===== config.mk =====
export PLATFORM = sky130hd
export DESIGN_NAME = as_arbiter
export DESIGN_NICKNAME = d
export VERILOG_FILES = /design/src/rtl/as_arb_pkg.sv /design/src/rtl/as_addsub.sv /design/src/rtl/as_rr_pick.sv /design/src/rtl/as_arbiter.sv
export SDC_FILE = /design/constraint.sdc
export NUM_CORES = 1
export LEC_CHECK = 0
export CORE_MARGIN = 4
export CORE_UTILIZATION = 25
export DETAILED_ROUTE_END_ITERATION = 10
export GPL_ROUTABILITY_DRIVEN = 0
export PLACE_DENSITY = 0.48
export SYNTH_ARGS = -nofsm -noshare
export SYNTH_HDL_FRONTEND = slang
export SYNTH_HIERARCHICAL = 1
export SYNTH_SLANG_ARGS = --single-unit

===== constraint.sdc =====
create_clock -name clk -period 6.5 [get_ports clk]
set_input_delay 1.3 -clock clk [delete_from_list [all_inputs] [get_ports clk]]
set_output_delay 1.3 -clock clk [all_outputs]
set_load 0.01 [all_outputs]

===== src/rtl/as_arb_pkg.sv =====
// Shared encodings for the round-robin add/sub arbiter: FSM states and opcodes.
package as_arb_pkg;

  typedef enum logic [1:0] {
    IDLE = 2'd0,
    EXEC = 2'd1,
    DONE = 2'd2
  } state_t;

  localparam logic OP_ADD = 1'b0;
  localparam logic OP_SUB = 1'b1;

endpackage


===== src/rtl/as_addsub.sv =====
// N-bit adder-subtractor: S = A + (Op ? ~B : B) + Op, with carry-out of the MSB.
module as_addsub
  import as_arb_pkg::*;
#(
  parameter int N = 4
) (
  input  logic [N-1:0] A,
  input  logic [N-1:0] B,
  input  logic         Op,
  output logic [N-1:0] S,
  output logic         Cout
);

  logic [N-1:0] b_eff;
  logic [N:0]   sum;

  assign b_eff       = (Op == OP_SUB) ? ~B : B;
  assign sum         = {1'b0, A} + {1'b0, b_eff} + {{N{1'b0}}, Op};
  assign {Cout, S}   = sum;

endmodule


===== src/rtl/as_rr_pick.sv =====
// Combinational round-robin picker: first set req bit at or above ptr, wrapping.
module as_rr_pick #(
  parameter int NREQ = 4,
  localparam int IW  = $clog2(NREQ)
) (
  input  logic [NREQ-1:0] req,
  input  logic [IW-1:0]   ptr,
  output logic            any,
  output logic [IW-1:0]   id,
  output logic [NREQ-1:0] onehot
);

  logic [IW-1:0] idx;

  always_comb begin
    any    = 1'b0;
    id     = '0;
    onehot = '0;
    idx    = '0;
    for (int k = 0; k < NREQ; k++) begin
      if (!any) begin
        idx = (int'(ptr) + k >= NREQ) ? IW'(int'(ptr) + k - NREQ) : IW'(int'(ptr) + k);
        if (req[idx]) begin
          any         = 1'b1;
          id          = idx;
          onehot[idx] = 1'b1;
        end
      end
    end
  end

endmodule


===== src/rtl/as_arbiter.sv =====
// Round-robin arbiter sharing one adder-subtractor between NREQ requesters.
// Optional AS_ARB_OVF_EN adds a registered signed-overflow result (res_ovf).
module as_arbiter
  import as_arb_pkg::*;
#(
  parameter int N    = 4,
  parameter int NREQ = 4,
  localparam int IW  = $clog2(NREQ)
) (
  input  logic              clk,
  input  logic              rst_n,
  input  logic [NREQ-1:0]   req,
  input  logic [NREQ*N-1:0] a_in,
  input  logic [NREQ*N-1:0] b_in,
  input  logic [NREQ-1:0]   op_in,
  output logic [NREQ-1:0]   gnt,
  output logic              res_valid,
  input  logic              res_ready,
  output logic [IW-1:0]     res_id,
  output logic [N-1:0]      res_s,
  output logic              res_cout
`ifdef AS_ARB_OVF_EN
  ,
  output logic              res_ovf
`endif
);

  state_t          state_q, state_d;
  logic            take, capture;
  logic [IW-1:0]   ptr_q;
  logic            pick_any;
  logic [IW-1:0]   pick_id;
  logic [NREQ-1:0] pick_onehot;
  logic [N-1:0]    a_arr [NREQ];
  logic [N-1:0]    b_arr [NREQ];
  logic [N-1:0]    a_r, b_r;
  logic            op_r;
  logic [IW-1:0]   id_r;
  logic [N-1:0]    s_dp;
  logic            cout_dp;

  for (genvar i = 0; i < NREQ; i++) begin : g_unpack
    assign a_arr[i] = a_in[i*N +: N];
    assign b_arr[i] = b_in[i*N +: N];
  end

  as_rr_pick #(.NREQ(NREQ)) u_pick (
    .req    (req),
    .ptr    (ptr_q),
    .any    (pick_any),
    .id     (pick_id),
    .onehot (pick_onehot)
  );

  as_addsub #(.N(N)) u_addsub (
    .A    (a_r),
    .B    (b_r),
    .Op   (op_r),
    .S    (s_dp),
    .Cout (cout_dp)
  );

  always_comb begin
    state_d = state_q;
    take    = 1'b0;
    capture = 1'b0;
    case (state_q)
      IDLE: if (pick_any) begin
        take    = 1'b1;
        state_d = EXEC;
      end
      EXEC: begin
        capture = 1'b1;
        state_d = DONE;
      end
      DONE: if (res_ready) state_d = IDLE;
      default: state_d = IDLE;
    endcase
  end

  always_ff @(posedge clk or negedge rst_n) begin
    if (!rst_n) begin
      state_q   <= IDLE;
      ptr_q     <= '0;
      gnt       <= '0;
      res_valid <= 1'b0;
      res_id    <= '0;
      res_s     <= '0;
      res_cout  <= 1'b0;
    end else begin
      state_q <= state_d;
      gnt     <= take ? pick_onehot : '0;
      if (take) ptr_q <= (pick_id == IW'(NREQ - 1)) ? '0 : pick_id + IW'(1);
      if (capture) begin
        res_valid <= 1'b1;
        res_id    <= id_r;
        res_s     <= s_dp;
        res_cout  <= cout_dp;
      end else if (state_q == DONE && res_ready) begin
        res_valid <= 1'b0;
      end
    end
  end

  // Winner's operands are sampled once and stay put for the whole EXEC cycle.
  always_ff @(posedge clk) begin
    if (take) begin
      a_r  <= a_arr[pick_id];
      b_r  <= b_arr[pick_id];
      op_r <= op_in[pick_id];
      id_r <= pick_id;
    end
  end

`ifdef AS_ARB_OVF_EN
  logic [N-1:0] b_eff;
  logic         ovf_dp;

  assign b_eff  = (op_r == OP_SUB) ? ~b_r : b_r;
  assign ovf_dp = (a_r[N-1] == b_eff[N-1]) && (s_dp[N-1] != a_r[N-1]);

  always_ff @(posedge clk or negedge rst_n) begin
    if (!rst_n)       res_ovf <= 1'b0;
    else if (capture) res_ovf <= ovf_dp;
  end
`endif

endmodule


==> results.rst <==
Flow metrics
------------

.. list-table::
   :header-rows: 1

   * - Metric
     - Value
   * - Result of the run
     - completed
   * - Library cell contributing the largest single delay on the critical path
     - a21boi_1
   * - Insertion delay at the late pin of the worst-skew pair
     - 270 ps
   * - Worst slew pin tran
     - 1050 ps
   * - Layout cell share with drive strength beyond 1
     - 14.8%
   * - Worst slack, placed
     - 2060 ps
   * - Power share of the sequential group
     - 29.5%
   * - Required time worst endpoint
     - 6670 ps
   * - Die span in x
     - 94.5 um
   * - Worst Path Buf+Inv
     - 1
   * - P_leak
     - 0.971 nW
   * - Placement Rows
     - 31
   * - Clock skew after layout
     - 5.05 ps
   * - I/O pin count
     - 55
   * - Area added between synthesis and finish
     - 34.7%
   * - Clock edge transition at the registers on the reported setup and hold paths
     - 90 ps
   * - Number of pins exceeding their max-slew limit in the final report
     - 0
   * - TritonCTS clock tree
     - yes
   * - Total number of vias
     - 1396
   * - All-Layer GR Usage
     - 10.2%
   * - Resized cells post-CTS
     - 0
   * - Clock share of power
     - 7.4%
   * - Startpoint-to-endpoint class of the critical path
     - input pin to flop
   * - Chip area estimate from yosys synthesis
     - 1870 um^2
   * - Cells along the critical path
     - clkdlybuf4s50_1, mux4_2, a21oi_1, a211oi_1, a21boi_1, ha_1, mux2_2
   * - Power Internal
     - 782 uW
   * - Sequential logic power
     - 380 uW
   * - Antenna violations before repair
     - 0
   * - Floorplan Utilization
     - 25.8%
   * - Fraction of synthesis flops using an asynchronous set or reset pin
     - 59.3%
   * - Area fraction in xor and xnor cells
     - 2.34%
   * - Post-synthesis sequential element count
     - 27
   * - Highest net fanout along the worst path
     - 11
   * - Iteration tally of the first detailed-router pass
     - 4
   * - CTS Hold Bufs
     - 0
   * - Diode count
     - 0
   * - Total setup buffers inserted after CTS
     - 0
   * - Largest combinational cell category by area
     - multiplexers
   * - Total met2 wirelength after detailed routing
     - 2060 um
   * - Worst Hold Margin
     - 481 ps
   * - Post-synthesis simple-gate area fraction
     - 12.4%
   * - Number of endpoints failing setup at the final stage
     - 0
   * - Max-Slew Margin vs Limit
     - 29.6%
   * - Wire length on met1
     - 1970 um
   * - Starting DRT DRC Count
     - 54
   * - Total Negative Setup Slacks
     - 0 ps
   * - DRC errors left
     - 0
   * - Clk sink count
     - 27
   * - Core outline area
     - 7250 um^2
   * - Overall routed net length
     - 4230 um
   * - Vertical die dimension
     - 94.5 um
   * - Unique cell types
     - 44
   * - Yosys stat cell total
     - 159
   * - Sum of met3 wire segment lengths after detailed routing
     - 126 um
   * - PnR worst setup slack
     - 2450 ps
   * - Worst-case vdd ir drop
     - 0.000141 V
   * - Power density over the cells
     - 512 nW/um^2
   * - Primary flip-flop cell chosen by synthesis mapping
     - dfrtp_1
   * - Category of cells accounting for the largest share of critical-path delay
     - AND-OR/OR-AND gates
   * - Count of H-tree levels built during CTS
     - 1
   * - Count of library flops with an enable pin
     - 11
   * - Drt via density
     - 4.53
   * - Post-synthesis average cell area
     - 11.8 um^2
   * - Comb group
     - 815 uW
   * - Area of the mapped netlist
     - 1870 um^2
   * - GR Overflow Total
     - 0
   * - Routed length per placed instance
     - 13.7 um
   * - Launching element type of the critical path
     - input pin
   * - Number of inserted filler cells in the final layout
     - 732
   * - Overall power consumption
     - 1.29 mW
   * - Maximum frequency from static timing analysis
     - 247 MHz
   * - Worst Setup End Kind
     - flop
   * - Quantity of I/O buffers inserted on ports
     - 54
==> registers in the layout, indices dropped and copies added, names as in the netlist <==
register	flops
res_valid	1
res_cout	1
res_s	4
ptr_q	2
id_r	2
a_r	4
state_q	2
res_id	2
gnt	4
b_r	4
op_r	1
==> worst register-to-register path: cells and delay by family, from the launching register on <==
family                     cells  cell delay (ps)
DFF                            1              770
buffers and inverters          1              250
AOI/OAI and AO/OA              3             1060
muxes                          2              690
adders and majority gates      2              890
==> logic make-up (layout without fill, tap and decap cells) <==
logic type | count (synthesis) | count (layout)
AOI/OAI and AO/OA | 33 | 33
muxes | 22 | 22
xor gates and xnor gates | 5 | 5
buffers and inverters | 20 | 70
DFF | 27 | 27
adders and majority gates | 11 | 11
and+or+nand+nor | 41 | 41
==> synthesized netlist by cell type (4+ instances only) <==
master | instances | area [um^2]
dfrtp_1 | 16 | 400
edfxtp_1 | 11 | 330
mux4_2 | 11 | 248
ha_1 | 10 | 125
inv_1 | 10 | 37.5
mux2_2 | 9 | 101
nand2_1 | 9 | 33.8
nor2_1 | 9 | 33.8
a21oi_1 | 7 | 35.0
o21ai_0 | 5 | 25.0
xor2_1 | 5 | 43.8
a221o_1 | 4 | 40.0
and2_1 | 4 | 25.0
nand3_1 | 4 | 20.0
o21ai_1 | 4 | 20.0
==> path summary, 6_finish.rpt <==
check                      slack (ps)      from         to  cells past startpoint
max in group asynchronous        4580     rst_n   res_s[2]                      1
hold reg to reg                   480   id_r[1]  res_id[1]                      1
hold / removal                    480   id_r[1]  res_id[1]                      1
min in group asynchronous        1460     rst_n   ptr_q[1]                      1
setup reg to reg                 2740  ptr_q[0]   ptr_q[1]                      8
setup / recovery                 2450    req[2]   ptr_q[1]                      7
==> area by class of cell <==
| type | count | area (um^2) | share of cell area (%) |
|---|---|---|---|
| Clock buffer | 4 | 45.0 | 1.79 |
| Sequential cell | 27 | 731 | 29.0 |
| Tap cell | 99 | 124 | 4.92 |
| Timing Repair Buffer | 55 | 548 | 21.7 |
| Inverter | 11 | 42.5 | 1.69 |
| Multi-Input combinational cell | 112 | 1030 | 40.9 |
==> placed cells by master, fill, tap and decap left out, types with 2 or more instances in the layout <==
cell type and instances:
a211oi_1 2, edfxtp_1 11, o211ai_1 3, nor3b_1 2, dfrtp_1 16, a21oi_1 7
ha_1 10, nand2_1 9, nor2b_1 2, nor2_1 9, clkdlybuf4s50_1 54, and2_1 4
xor2_1 5, mux2_2 9, mux4_2 11, o21ai_0 5, a221o_1 4, nor3_1 3
nand3_1 4, inv_1 10, o21ai_1 4, clkbuf_8 3
==> through the flow <==
stage / util [%] / instances / instance area, um^2
2_1_floorplan: - / 159 / 1870
3_3_place_gp: 34.1 / 304 / 2470
3_5_place_dp: 34.1 / 304 / 2470
4_1_cts: 34.7 / 308 / 2520
5_1_grt: 34.7 / 308 / 2520
6_report: 34.7 / 308 / 2520
==> layer usage <==
layer  global-route usage [%]  up-vias
li1                         -      691
met1                     13.5      678
met2                     17.0       23
met3                    0.876        4
met4                     4.33        0
met5                        0        -
### Selected gate families

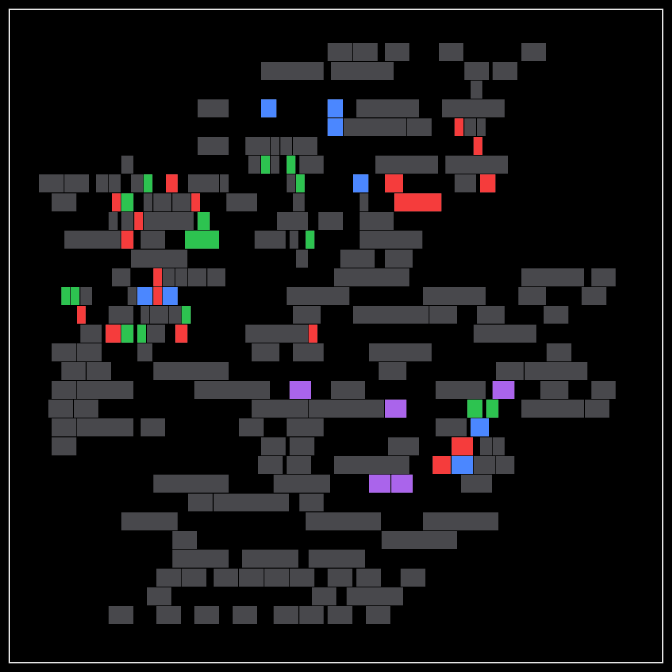
color	family	cells	most used
red	nor cells	18	nor2_1
blue	and/or cells	8	and2_1
purple	xor and xnor cells	5	xor2_1
green	nand cells	15	nand2_1
number of standard cells in the layout, taps in and fillers out: 308
multi-input logic portion of the cell area: 40.9%
most common cell after layout, fill and taps aside: clkdlybuf4s50_1

### Cells colored by instance

Scale bar: 20 um. Other cells in gray.
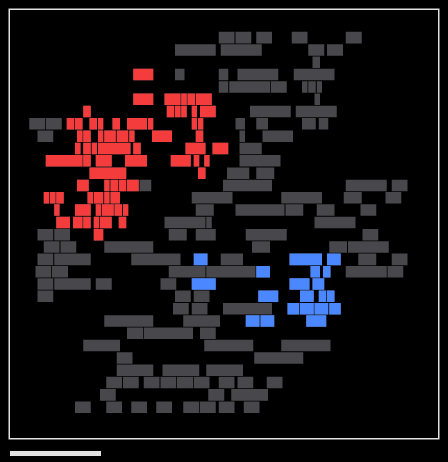
color	instance	cells
red	u_pick	70
blue	u_addsub	20
post-layout util: 34.7%
die area: 8930 um^2

Power is estimated from default activity; no workload was simulated.
